**M1 wires**

Supply wires on this layer in grey.
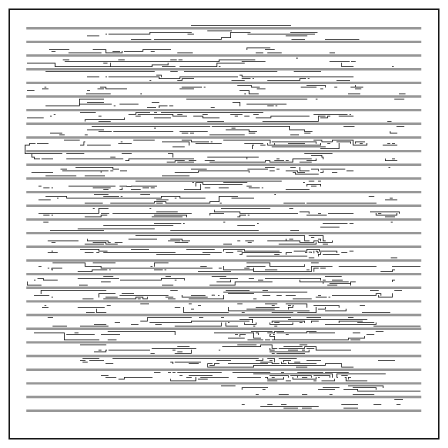
**M2 wires**

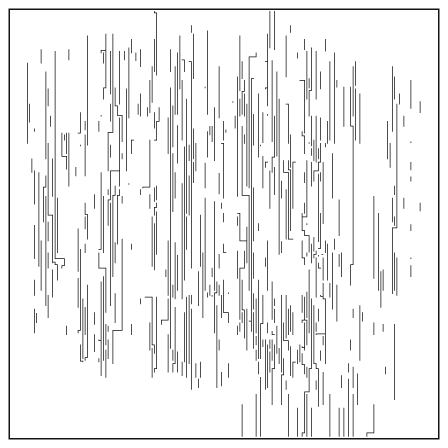
**Metal 3**

Bar = 20 um.
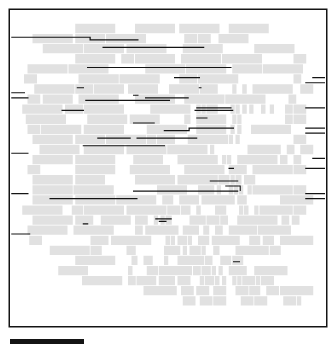
**Signal wires on met4**

Supply wires on this layer in grey.
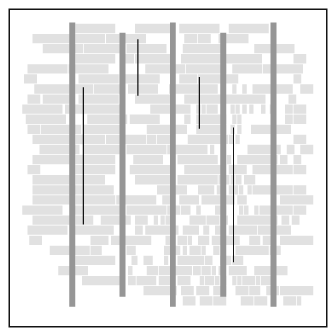
**Clock routing**

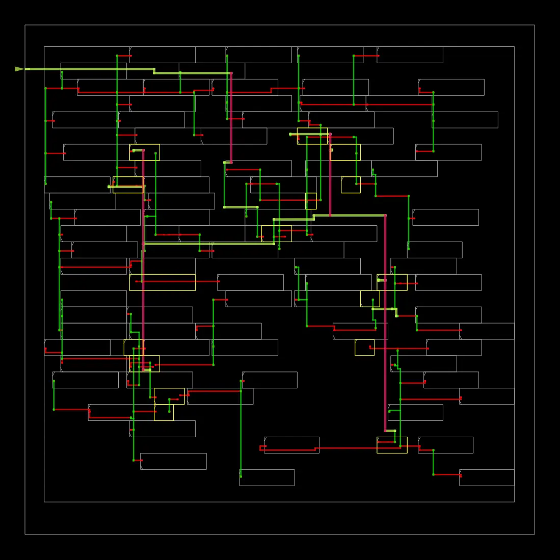
==> config.mk <==
export PLATFORM = sky130hd
export DESIGN_NAME = circ_fifo_flat
export DESIGN_NICKNAME = d
export VERILOG_FILES = /design/src/rtl/fifo_pkg.sv /design/src/rtl/circ_fifo_if.sv /design/src/rtl/fifo_mem.sv /design/src/rtl/circ_fifo.sv /design/src/flat_wrapper.sv
export SDC_FILE = /design/constraint.sdc
export NUM_CORES = 1
export LEC_CHECK = 0
export CORE_MARGIN = 3
export CORE_UTILIZATION = 55
export DETAILED_ROUTE_END_ITERATION = 12
export HOLD_SLACK_MARGIN = 0.12
export MAX_ROUTING_LAYER = met4
export PLACE_DENSITY = 0.76
export SYNTH_ARGS = -nofsm -noshare
export SYNTH_HDL_FRONTEND = slang
export SYNTH_SLANG_ARGS = --single-unit
==> constraint.sdc <==
create_clock -name clk -period 5.1 [get_ports clk]
set_input_delay 1.02 -clock clk [delete_from_list [all_inputs] [get_ports clk]]
set_output_delay 1.02 -clock clk [all_outputs]
set_load 0.05 [all_outputs]
==> qor.yml <==
routed_via_density: 5.68
fin_hold_ws_ns: 0.495
path_class: "flip-flop to primary output"
relSlewSlack_pct: 43.2
hold_depth: 1
period_needed_ns: 4.39
hold_path_class: "flip-flop to flip-flop"
fp_nets: 221
cts_resized: 0
arrival_ns: 3.37
avgSynthCellArea_um2: 17.1
setup-violations-final: 0
fin_cells: 321
drt_iter0_drc: 170
xor_share_pct: 2.03
worst-path-max-fanout: 10
synth.cellmix.adderShare_pct: 2.39
final_net_count: 260
lay_top_count: "edfxtp_1"
grt-ovfl-total: 0
initCoreUtil_pct: 57.6
synth_seq_share_pct: 71.3
numSynthFlops: 84
die-area_um2: 7260
reg2reg_slack_ns: 1.95
synth_area_um2: 3450
slowest_delay_ns: 0.88
cts_hold_buffers: 0
diodes: 0
grt_antenna_before_repair: 0
fmax_ghz: 0.228
syn_to_final_growth_pct: 17.8
required_ns: 4.08
hold_violations: 0
final_cell_area_um2: 4070
routedWlPerCell_um: 19.3
grt_max_degree: 21
cts_tree: "done"
drtPass1Iterations: 4
track_usage_pct: 19.8
lay_top_cells: "edfxtp_1 (72), clkdlybuf4s50_1 (31), nand2_1 (28), mux4_2 (16), dfrtp_1 (12)"
placedInstanceArea_um2: 3860
fin_skew_ns: 0.0122
cts_setup_buffers: 0
path_depth: 8
max_cap_violations: 0
yosys_warnings: 0
syn_inst: 202
finalWorstSetupSlack_ns: 0.715
status: "completed"
largest_reg_flops: 64
dp_cells: 305
tool_warnings: 26
numClockSinks: 84
rows: 28
grt_pass1_vias: 1858
ys_area_um2: 3450
yosys_cells: 202
pin_count: 32
die_w_um: 85.2
drtAntennaViolNets: 0
end_kind: "primary output"
synthMuxAreaShare_pct: 11.3
## Picture notes: 'M1 wires'
wire length on this layer: 2690 um
main direction: horizontal
longest straight run: 33.6 um
nets with wire on the layer: 235
met1 usage in global routing: 27.8%
routed wire length: 6.19 mm
vias after detailed routing: 1824

## Picture notes: 'M2 wires'
share of all routed wire: 49%
main direction: vertical
longest straight run: 51.8 um
wire length on this layer: 3010 um
met2 Resource Use GR: 29.2%

## Picture notes: 'metal 3'
wire length on this layer: 380 um
main direction: horizontal
nets with wire on the layer: 28
longest straight run: 38.6 um
share of all routed wire: 6.1%
met3 Use GR: 4.08%

## Picture notes: 'signal wires on met4'
nets with wire on the layer: 2
longest straight run: 36.7 um

## Picture notes: 'clock routing'
Inserted Clock Buffers: 9
Skew-Pair Late Insertion Delay: 0.36 ns

[synthesized netlist by cell type]
master,count,share of area (%)
nor3_1,4,0.58
dfrtp_1,12,8.7
or3_1,1,0.18
a22o_1,1,0.25
nand3_1,1,0.14
xor2_1,2,0.51
inv_1,11,1.2
and3_1,1,0.18
a32o_1,1,0.29
nor2_1,7,0.76
clkbuf_1,4,0.43
ha_1,5,1.8
mux4_2,16,10
fa_1,1,0.58
inv_2,1,0.11
xnor2_1,6,1.5
edfxtp_1,72,63
o31ai_4,2,1.2
nand2b_1,2,0.36
a211oi_1,1,0.22
a21o_1,1,0.22
a21oi_1,2,0.29
buf_1,1,0.11
nand4_1,1,0.18
mux2_4,2,0.87
nor2_2,1,0.18
nor4_1,1,0.18
o311ai_1,2,0.51
nand3b_1,1,0.22
nand2_1,28,3.0
buf_6,1,0.33
buf_2,2,0.29
and2_1,8,1.4
[routing by layer]
metal  track usage, %  up-vias  part of all wire [%]
li1                 -      840                     -
met1             27.8      913                    44
met2             29.2       59                    49
met3             4.08       12                   6.1
met4             7.34        0                   1.6
met5                -        -                     0
[layout make-up]
cell class                      instances  area (um2)
Clock buffer                            9         124
Fill cell                             420        1920
Tap cell                               75        93.8
Timing Repair Buffer                   36         348
Inverter                               12        45.0
Clock inverter                          7        78.8
Sequential cell                        84        2460
Multi-Input combinational cell         98         915
